File: config.mk
export PLATFORM = sky130hd
export DESIGN_NAME = jk_mod_counter
export DESIGN_NICKNAME = d
export VERILOG_FILES = /design/src/rtl/jk_mod_counter_pkg.sv /design/src/rtl/jk_bit_cell.sv /design/src/rtl/jk_mod_counter.sv
export SDC_FILE = /design/constraint.sdc
export NUM_CORES = 1
export LEC_CHECK = 0
export CAP_MARGIN = 20
export CORE_ASPECT_RATIO = 1.25
export CORE_MARGIN = 10
export CORE_UTILIZATION = 30
export CTS_CLUSTER_SIZE = 24
export DETAILED_ROUTE_END_ITERATION = 12
export MAX_ROUTING_LAYER = met4
export RECOVER_POWER = 25
export SYNTH_ARGS = -nofsm -noshare
export SYNTH_HDL_FRONTEND = slang
export SYNTH_SLANG_ARGS = --single-unit
File: constraint.sdc
create_clock -name clk -period 8.3 [get_ports clk]
set_clock_uncertainty 0.15 [all_clocks]
set_input_delay 1.245 -clock clk [delete_from_list [all_inputs] [get_ports clk]]
set_output_delay 1.245 -clock clk [all_outputs]
set_load 0.01 [all_outputs]
File: src/rtl/jk_mod_counter_pkg.sv
// Shared definitions for the JK modulo counter: J/K pair encodings and
// the MOD/WIDTH legality check used at elaboration.
// No logic lives here; everything is constant or a pure function.
package jk_mod_counter_pkg;

  // {j,k} excitation encodings
  localparam logic [1:0] JK_HOLD = 2'b00;
  localparam logic [1:0] JK_RST  = 2'b01;
  localparam logic [1:0] JK_SET  = 2'b10;
  localparam logic [1:0] JK_TGL  = 2'b11;

  // Legal modulus is at least 2 and fits in WIDTH bits of state
  function automatic bit mod_width_legal(input int unsigned mod, input int unsigned width);
    return (mod >= 2) && (width >= 1) && (width < 32) &&
           ((64'd1 << width) >= 64'(mod));
  endfunction

endpackage

File: src/rtl/jk_bit_cell.sv
// Single JK storage bit with synchronous active-high clear.
// Latency: q reflects J/K one rising edge after they are sampled.
// No flow control; the cell updates every edge.
module jk_bit_cell
  import jk_mod_counter_pkg::*;
(
  input  logic clk,
  input  logic clear,
  input  logic j,
  input  logic k,
  output logic q
);

  logic q_d;
  logic q_q;

  // JK characteristic: hold, reset, set, toggle
  always_comb begin
    q_d = q_q;
    case ({j, k})
      JK_HOLD: q_d = q_q;
      JK_RST:  q_d = 1'b0;
      JK_SET:  q_d = 1'b1;
      JK_TGL:  q_d = ~q_q;
      default: q_d = q_q;
    endcase
  end

  // State register with synchronous clear
  always_ff @(posedge clk) begin
    if (clear) q_q <= 1'b0;
    else       q_q <= q_d;
  end

  assign q = q_q;

endmodule

File: src/rtl/jk_mod_counter.sv
// Modulo-MOD up/down counter whose state is a bank of JK cells driven by
// minimal-toggle J/K excitation; j_vec/k_vec/tc are same-cycle combinational,
// count/wrap/load_err change one edge after the controls. No backpressure.
module jk_mod_counter
  import jk_mod_counter_pkg::*;
#(
  parameter int unsigned MOD   = 10,
  parameter int unsigned WIDTH = 4
) (
  input  logic             clk,
  input  logic             clear,
  input  logic             en,
  input  logic             up,
  input  logic             load,
  input  logic [WIDTH-1:0] load_val,
  output logic [WIDTH-1:0] count,
  output logic [WIDTH-1:0] j_vec,
  output logic [WIDTH-1:0] k_vec,
  output logic             tc,
  output logic             wrap,
  output logic             load_err
);

  // Terminal value is MOD-1, not all-ones, so non-power-of-two moduli
  // never step into unreachable states.
  localparam logic [WIDTH-1:0] MAX_V = WIDTH'(MOD - 1);
  localparam logic [WIDTH:0]   MOD_W = (WIDTH + 1)'(MOD);
  localparam logic [WIDTH-1:0] ONE_V = WIDTH'(1);

  if (!mod_width_legal(MOD, WIDTH)) begin : g_param_check
    $error("jk_mod_counter: illegal MOD=%0d for WIDTH=%0d", MOD, WIDTH);
  end

  logic [WIDTH-1:0] cnt;
  logic [WIDTH-1:0] nxt;
  logic             load_oor;
  logic             tc_c;
  logic             wrap_d;
  logic             wrap_q;
  logic             load_err_d;
  logic             load_err_q;

  // Next-state selection: clear > load > count step > hold
  always_comb begin
    load_oor = ({1'b0, load_val} >= MOD_W);
    nxt      = cnt;
    if (clear) begin
      nxt = '0;
    end else if (load) begin
      nxt = load_oor ? MAX_V : load_val;
    end else if (en) begin
      if (up) nxt = (cnt == MAX_V) ? '0 : (cnt + ONE_V);
      else    nxt = (cnt == '0) ? MAX_V : (cnt - ONE_V);
    end
  end

  // Terminal count and the flag inputs for the coming edge
  always_comb begin
    tc_c       = en & ~load & ~clear &
                 ((up & (cnt == MAX_V)) | (~up & (cnt == '0)));
    wrap_d     = tc_c;
    load_err_d = load & ~clear & load_oor;
  end

  // Minimal-toggle excitation: set only rising bits, reset only falling bits
  assign j_vec = ~cnt & nxt;
  assign k_vec = cnt & ~nxt;

  for (genvar i = 0; i < WIDTH; i++) begin : g_bank
    jk_bit_cell u_bit (
      .clk   (clk),
      .clear (clear),
      .j     (j_vec[i]),
      .k     (k_vec[i]),
      .q     (cnt[i])
    );
  end

  // One-cycle flag pulses registered from the causing edge
  always_ff @(posedge clk) begin
    if (clear) begin
      wrap_q     <= 1'b0;
      load_err_q <= 1'b0;
    end else begin
      wrap_q     <= wrap_d;
      load_err_q <= load_err_d;
    end
  end

  assign count    = cnt;
  assign tc       = tc_c;
  assign wrap     = wrap_q;
  assign load_err = load_err_q;

endmodule

Figure 1. Signal wires on met1 (run 1).
Scale bar: 20 um. Supply wires on this layer in grey.
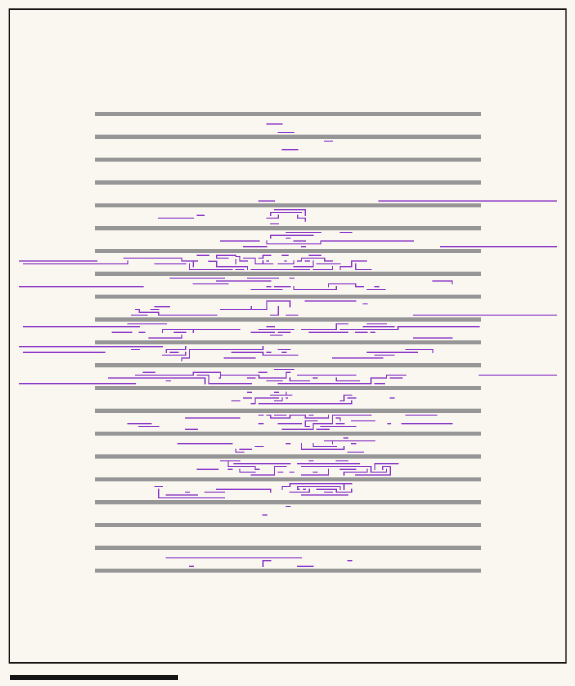
The wires run mostly horizontal. The layer carries 826 um of wire.

Figure 2. Signal wires on met2 (run 1).
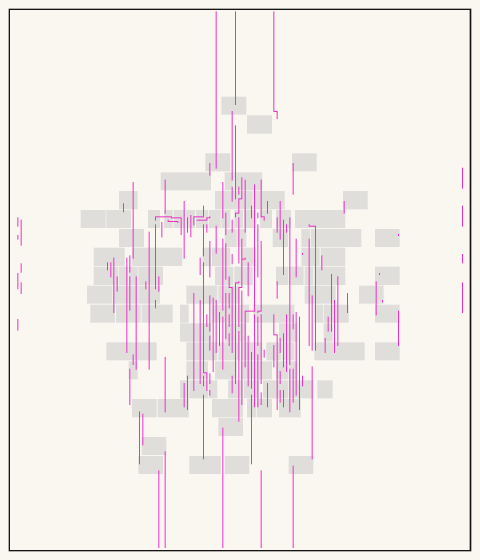
The layer holds 49% of the routed length. 104 nets have wire on it. The layer carries 922 um of wire. The wires run mostly vertical. The longest straight run is 22.5 um.
via count: 700
met2 track demand over resource: 11.5%
wire length reported by the detailed router: 1.87 mm

Figure 3. M3 wires (run 1).
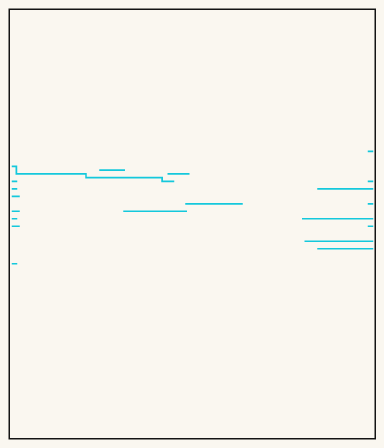
The layer holds 6.2% of the routed length. The layer carries 115 um of wire. The wires run mostly horizontal. The longest straight run is 13.8 um. 18 nets have wire on it.

==> results.txt, run 1 <==
Notes from the flow run.

Synth:
- The run gives the post-synthesis cell type count as 37.
- The run gives the floorplan net count as 118.
- Warnings reported by Yosys during synthesis add up to 0.
- The run gives the total of flip-flops plus latches after synthesis as 6.
- Of the post-synthesis cell area, the dominant cell type holds 17.2%.
- After synthesis, the chip area reported by Yosys is 798 um^2.
- The run gives the top cell type by instance count after synthesis as buf_4.
- The run gives the post-synthesis instance total as 98.
- Yosys mapped a number of flops with a built-in enable equal to 0.
- Per the synthesis report, the dominant area consumer among library cells is ha_1.
- Dividing the synthesized area by the synthesized cell count gives 8.15 um^2.
- The run gives the post-synthesis instance area as 798 um^2.

Route:
- The script parses the final routing iteration and logs DRC violations as 0.
- The run gives the detailed-router iteration count before antenna repair as 5.
- The run puts the remaining antenna violation count after routing at 0.
- The run puts the number of DRC markers after the initial detailed-route iteration at 49.
- The run puts the via count normalized by instance count at 5.04.
- The run puts the average wire per cell in the routed design at 13.5 um.

Final timing:
- The run puts the minimum clock period after layout at 5100 ps.
- The run puts the period utilization at 61.5%.
- The run puts the final number of max-transition violations at 0.
- The run gives the number of hold violations in the final report as 0.
- The slew check shows that the tightest pin keeps a relative margin of 66.3%.
- The run puts the post-layout worst setup margin at 3200 ps.
- The run puts the final tally of setup violations at 0.
- The transition time recorded at the tightest slew-check pin is 501 ps.
- Setup repair after global routing left no endpoint under its margin.
- Hold is met by 496 ps.
- The run gives the summed negative setup slack over all endpoints as 0 ps.

Final layout:
- The run puts the area growth from synthesis to layout at 20.2%.
- The layout summary lists the proportion of cells stronger than drive strength 1 as 6.60%.
- The finished design was reported to have a net count of 128.
- The run puts the final cell area excluding filler cells at 960 um^2.
- The run gives the antenna diode count as 0.

Floorplanning:
- The run gives the number of placement rows as 20.
- Per the OpenROAD floorplan log, the area of the die is 5140 um^2.
- The run puts the overall die height at 77.7 um.
- The run puts the die boundary width at 66.1 um.
- Pin placement for this block handled 24 I/O pins.

Worst setup path:
- Looking at the critical path, the single cell with the biggest stage delay is clkdlybuf4s50_1.
- The run gives the maximum fanout count along the critical path as 9.
- Data on the critical path is required at its endpoint by 6900 ps.
- The run gives the startpoint type of the worst setup path as an input pin.
- The largest single stage delay on the critical path is 580 ps.
- Walking the worst path, the cells encountered are clkdlybuf4s50_1, and3_1, o21ai_0, a211oi_1, or3_1, ha_1, clkdlybuf4s50_1.
- The run gives the path type of the worst setup path as input pin to output pin.
- Counting stages on the worst path, the most repeated cell is clkdlybuf4s50_1.
- The run gives the type of element capturing the critical path as an output pin.
- For flop-to-flop paths, the worst setup slack is 5410 ps.

GRT:
- The run gives the number of global-route vias before repair as 674.
- The first global-routing pass estimated 2.99 mm of wire.
- The run puts the total global-route track usage at 7.54%.
- For this run the aggregate overflow at the end of global routing stands at 0.
- The run gives the maximum number of pins on one net before global-route repair as 16.

Flow run:
- The run gives the tally of max-capacitance violations as 0.
- The run puts the number of warnings the tools reported at 32.

Clocking:
- Per the TritonCTS log, the buffer count is 3.
- Post-CTS repair ended up resizing 0 cells.
- The run gives the post-CTS repair timing setup buffer count as 0.
- The run gives the TritonCTS clock tree as done.
- The run puts the buffer depth of the longest clock path at 2.
- After clock tree synthesis, the clock-pin slew on the worst setup and hold paths is 50 ps.
- After clock tree synthesis, the flow added hold-fix buffers numbering 0.
- The clock tree has to reach 6 sinks.

Worst hold path:
- In this run the worst hold path is classified as flip-flop to flip-flop.

Placed design:
- In this run the tool buffered the top-level ports with 23 buffer cells.
- Detailed placement reports a standard cell area of 937 um^2.
- Routability-driven placement finished with a final weighted congestion of 0.764.

Power and ir drop:
- The run puts the power per cell area at 106 nW/um^2.
- The run puts the leakage component of the power at 0.399 nW.
- The run puts the maximum vdd drop at 62.5 uV.

Run status:
- The flow ran to the end, and the final reports show no timing, DRC or antenna violations.
## run 1: cell usage in the layout, fill, tap and decap left out, drive strengths merged
master / synthesis / layout
o22ai: 1 / 1
mux2i: 4 / 4
nand2b: 1 / 1
a311o: 2 / 2
a221oi: 1 / 1
o211ai: 1 / 1
nor2: 10 / 10
ha: 11 / 11
and3b: 1 / 1
nor3b: 1 / 1
clkbuf: 2 / 3
nand2: 2 / 2
nor3: 4 / 4
a311oi: 1 / 1
o311ai: 1 / 1
nor2b: 1 / 1
a211oi: 1 / 1
or3: 3 / 3
nand4b: 1 / 1
o21a: 1 / 1
xnor2: 1 / 1
o311a: 1 / 1
o31a: 1 / 1
a21oi: 4 / 4
dfxtp: 6 / 6
or4b: 1 / 1
or3b: 1 / 1
clkdlybuf4s50: 0 / 19
dlygate4sd3: 0 / 4
inv: 8 / 8
o21ai: 4 / 4
and3: 3 / 3
a2111oi: 1 / 1
o31ai: 1 / 1
## run 1: layer usage
layer  up-vias  track usage (%)  routed length (um)
met2        22             11.5                 921
met4         0             1.89                   7
li1        355                -                   -
met5         -                -                   0
met1       321             8.25                 826
met3         2             4.17                 114
## run 1: cell families (layout without fill, tap and decap cells)
group | after synthesis | in the layout | share of synthesized area (%)
mux | 4 | 4 | 5.02
buf+inv | 26 | 34 | 20.4
simple gates | 29 | 29 | 19.9
xor+xnor | 1 | 1 | 1.10
flops | 6 | 6 | 15.0
compound gates | 21 | 21 | 21.3
fa+ha+maj | 11 | 11 | 17.2
## run 1: cell type report
cell class | count | area (um^2)
clock buffer | 3 | 22.5
multi-input combinational | 66 | 515
tap | 33 | 41.3
fill | 266 | 1540
timing repair buffer | 23 | 230
inverter | 8 | 30.0
sequential | 6 | 120
## run 1: through the flow
stage,power (W),utilization (%),instances
6_report,0.000102,38.4,139
5_1_grt,0.000111,38.4,139
4_1_cts,0.000104,38.4,139
3_5_place_dp,0.0000750,37.5,136
3_3_place_gp,0.0000743,37.5,136
2_1_floorplan,0.0000640,-,98
## run 1: sequential cells by signal (all words and copies together), names as in the netlist
signal / flops
g_bank.u_bit.q: 4
load_err: 1
wrap: 1
## run 1: power by group
part,internal (W),switching (W)
clock network,0.0000164,0.0000112
registers,0.0000304,0.00000366
logic,0.0000211,0.0000188
total,0.0000679,0.0000337
## run 1: final timing paths
kind,from,end,depth (start not counted)
max reg2reg,g_bank[1].u_bit.q,g_bank[3].u_bit.q,9
min reg2reg,g_bank[1].u_bit.q,g_bank[1].u_bit.q,2
max,up,k_vec[2],7
min,g_bank[1].u_bit.q,g_bank[1].u_bit.q,2
## run 1: worst max-delay path, delay by kind of cell
family	cells	cell delay (ps)
buffers and inverters	2	1060
AND/OR/NAND/NOR	2	630
AND-OR/OR-AND	2	580
adder cells (fa/ha/maj)	1	190
Figure 4. Track usage over the die (run 1).
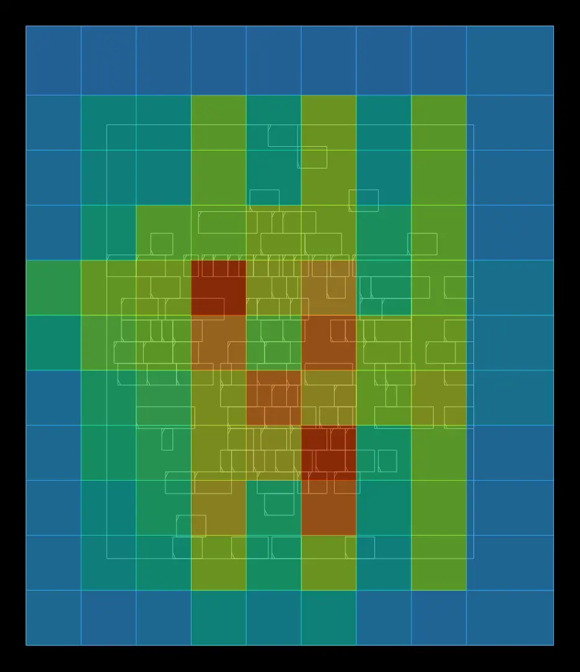

==> run 2, diff against run 1 <==
==> constraint.sdc (replaced) <==
create_clock -name clk -period 4.8 [get_ports clk]
set_clock_uncertainty 0.15 [all_clocks]
set_input_delay 0.72 -clock clk [delete_from_list [all_inputs] [get_ports clk]]
set_output_delay 0.72 -clock clk [all_outputs]
set_load 0.01 [all_outputs]
Figure 5. Track usage over the die (run 2).
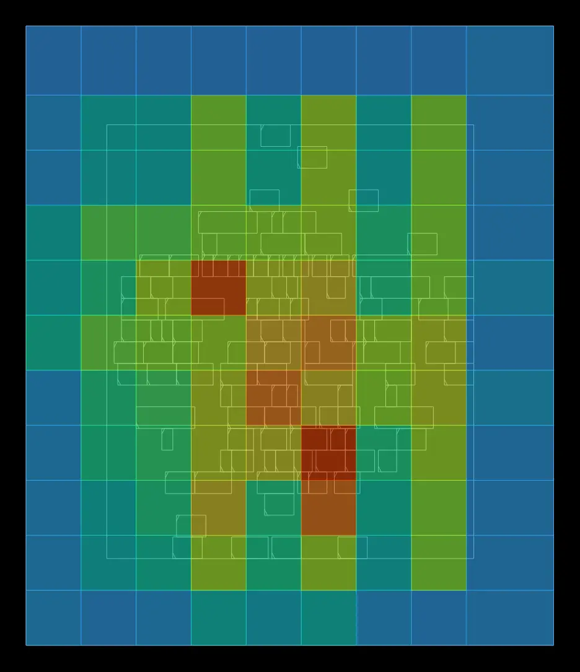
met3 global-route usage: 4.02%
layer with the highest usage: met2
utilization after layout: 38.4%

==> run 2 against run 1 <==
  * Setup slack worse by 2400 ps
  * Global-route usage down 0.17 points
  * Sequential power grew 73%
==> results.txt, run 2 <==
Notes from the flow run.

Route:
- The run gives the number of DRC markers after the initial detailed-route iteration as 29 (-41%).
- The run gives the remaining antenna violation count after routing as 0 (unchanged).
- The run puts the aggregate routed wire length at 1.86 mm (-0.64%).
- The run gives the via count normalized by instance count as 5.01 (-0.57%).
- The run gives the remaining design rule violation count as 0 (unchanged).
- The total vias in the final route is 696 (-0.57%).
- The run gives the detailed-router iteration count before antenna repair as 4 (-1).
- The run puts the average wire per cell in the routed design at 13.4 um (-0.64%).

GRT:
- The run puts the maximum number of pins on one net before global-route repair at 16 (unchanged).
- The run gives the wire length of the first global-routing pass as 2.97 mm (-0.70%).
- The run gives the total global-route track usage as 7.36% (-0.17 points).
- The run puts the remaining global-route overflow at 0 (unchanged).
- The run gives the number of global-route vias before repair as 675 (+0.15%).

Final layout:
- Per the cell usage report, the commonest logic cells after layout are clkdlybuf4s50_1, ha_1, nor2_1, inv_1, dfxtp_1.
- The run puts the antenna diode count at 0 (unchanged).
- The share of post-route cells with drive strength above 1 came to 6.60% (unchanged).
- The run puts the area growth from synthesis to layout at 20.2% (unchanged).
- The run gives the number of nets in the finished design as 128 (unchanged).
- The run gives the number of flip-flops in the largest register as 4 (unchanged).
- The run puts the filler cell count at 272 (+2.3%).
- Per the cell usage report, the commonest logic cell in the layout is clkdlybuf4s50_1.
- The run puts the register cell area after layout at 120 um^2 (unchanged).
- The run gives the multi-input combinational cell area as 515 um^2 (unchanged).

Worst setup path:
- The run puts the worst endpoint required time at 3930 ps (-2970 ps).
- STA classifies the critical path startpoint as an input pin.
- The run puts the maximum fanout count along the critical path at 9 (unchanged).
- The startpoint identified for the worst register-to-register timing path is g_bank[1].u_bit.q.
- According to the timing report, the critical path is launched from up.
- The run gives the type of element capturing the critical path as an output pin.
- The run gives the path type of the worst setup path as input pin to output pin.
- The run gives the signal arrival time at the worst endpoint as 3160 ps.

Power and ir drop:
- The power per cell area came to 182 nW/um^2 (+72%).
- The run puts the internal power at 0.000117 W (+73%).
- The fraction of power spent switching nets is 32.9% (-0.28 points).
- The maximum vdd drop is 115 uV (+84%).
- The run gives the total power after layout as 0.000175 W (+72%).
- The run puts the leakage component of the power at 0.399 nW (unchanged).
- The run gives the portion of total power attributed to the clock network as 26.9% (-0.3 points).
- The run puts the net load switching power at 0.0000575 W (+71%).
- The run puts the sequential cell fraction of total power at 33.6% (about the same).
- The run puts the part of the power in combinational logic at 39.5% (+0.2 points).

Floorplanning:
- The number of placement rows was 20 (unchanged).
- The run puts the total die size at 5140 um^2 (unchanged).
- The I/O pin total was 24 (unchanged).
- The run puts the overall die height at 77.7 um (unchanged).
- The die boundary width is 66.1 um (unchanged).
- The run gives the standard cell core area as 2500 um^2.

Worst hold path:
- The run gives the start point of the worst min-delay path as g_bank[1].u_bit.q.
- STA reports the tightest min-delay check as being of type flip-flop to flip-flop.

Clocking:
- The run puts the number of hold buffers added after cts at 0 (unchanged).
- The run puts the H-tree depth at 1.
- The run gives the buffer depth of the longest clock path as 2 (unchanged).
- The run puts the post-CTS repair timing setup buffer count at 0 (unchanged).
- The run puts the number of resized instances in the post-cts repair step at 0 (unchanged).
- The run gives the number of buffers inserted during clock tree synthesis as 3 (unchanged).
- The run puts the clock sink count at 6 (unchanged).
- The run gives the clock transition at the registers of the reported paths as 50 ps (about the same).
- The run gives the TritonCTS clock tree as done.

Synth:
- The run puts the proportion of synthesized flip-flops having asynchronous set or reset at 0%.
- The total of flip-flops plus latches after synthesis was 6 (unchanged).
- The portion of synthesized cell area occupied by the leading cell type is 17.2% (unchanged).
- The run gives the synthesis warning total as 0 (unchanged).
- The run gives the post-synthesis instance area as 798 um^2 (unchanged).
- The post-synthesis instance total came to 98 (unchanged).
- The run gives the floorplan net count as 118 (unchanged).
- Sorting the synthesis cell report by count puts at the top buf_4.
- The run puts the count of library flops with an enable pin at 0 (unchanged).
- The run puts the post-synthesis cell type count at 37 (unchanged).
- Sorting the Yosys area breakdown by cell type puts at the top ha_1.
- The run gives the chip area estimate from yosys synthesis as 798 um^2 (unchanged).
- The run puts the synthesized area divided by synthesized cell count at 8.15 um^2 (unchanged).

Final timing:
- The run puts the number of hold violations in the final report at 0 (unchanged).
- The run puts the minimum clock period after layout at 4030 ps.
- The run puts the final number of max-transition violations at 0 (unchanged).
- The final worst hold slack was 496 ps (-0.637 ps).
- The run gives the period utilization as 84.0%.
- Setup repair after global routing left no endpoint under its margin.
- The run puts the final tally of setup violations at 0 (unchanged).
- The run gives the relative slew slack as 67.8% (+1.5 points).
- The run puts the summed negative setup slack over all endpoints at 0 ps (unchanged).
- The slew of the pin with the lowest slew margin is 478 ps (-22.2 ps).

Run status:
- The flow ran to the end, and the final reports show no timing, DRC or antenna violations.

Placed design:
- The run puts the count of port buffers added during placement at 23 (unchanged).
- The run gives the detailed-placement wirelength estimate as 1.49 mm.
- The run gives the final RePlAce weighted congestion as 0.764 (about the same).

Flow run:
- The run puts the tally of max-capacitance violations at 0 (unchanged).
- The run puts the number of warnings the tools reported at 32 (unchanged).
-- run 2: cell counts in the layout (fill, tap and decap cells not counted) --
No cell type changed its count.
-- run 2: logic make-up (layout without fill, tap and decap cells) --
logic type	count (synthesis)	count (layout)	share of synthesized area, %
fa+ha+maj	11	11	17.2
simple gates	29	29	19.9
buf+inv	26	34	20.4
mux	4	4	5.02
xor+xnor	1	1	1.10
compound gates	21	21	21.3
flops	6	6	15.0
-- run 2: worst paths after layout --
check / cells after the start / endpoint / slack (ps)
worst max-delay path: 7 / k_vec[2] / 770
worst min-delay path: 2 / g_bank[1].u_bit.q / 500
worst min register to register: 2 / g_bank[1].u_bit.q / 500
worst max register to register: 9 / g_bank[3].u_bit.q / 1910
-- run 2: area by class of cell --
cell class	count	share of cell area, %
Inverter	8	3.13
Timing Repair Buffer	23	24.0
Multi-Input combinational cell	66	53.7
Clock buffer	3	2.35
Sequential cell	6	12.5
Tap cell	33	4.30
-- run 2: per-stage QoR --
stage               cells  setup slack, ps  instance area (um^2)
CTS                   139              889                   960
floorplan              98             1860                   798
detailed placement    136              899                   937
finish                139              767                   960
global placement      136              924                   937
global route          139              640                   960
-- run 2: power by group through the flow --
stage	logic (W)	clock network [W]	registers, W
6_report	0.0000690	0.0000470	0.0000588
4_1_cts	0.0000704	0.0000496	0.0000587
5_1_grt	0.0000767	0.0000537	0.0000597
3_5_place_dp	0.0000699	0	0.0000597
3_3_place_gp	0.0000689	0	0.0000596
2_1_floorplan	0.0000546	0	0.0000561
-- run 2: worst max-delay path, cell delays in order --
cell             delay, ps
clkdlybuf4s50_1        580
and3_1                 250
o21ai_0                410
a211oi_1               160
or3_1                  380
ha_1                   190
clkdlybuf4s50_1        480
-- run 2: layer usage --
layer / global-route usage [%] / wire length, um
met1: 7.93 / 815
met2: 11.7 / 900
met3: 4.02 / 142
met4: 1.26 / 0
met5: - / 0
Power is estimated from default activity; no workload was simulated.
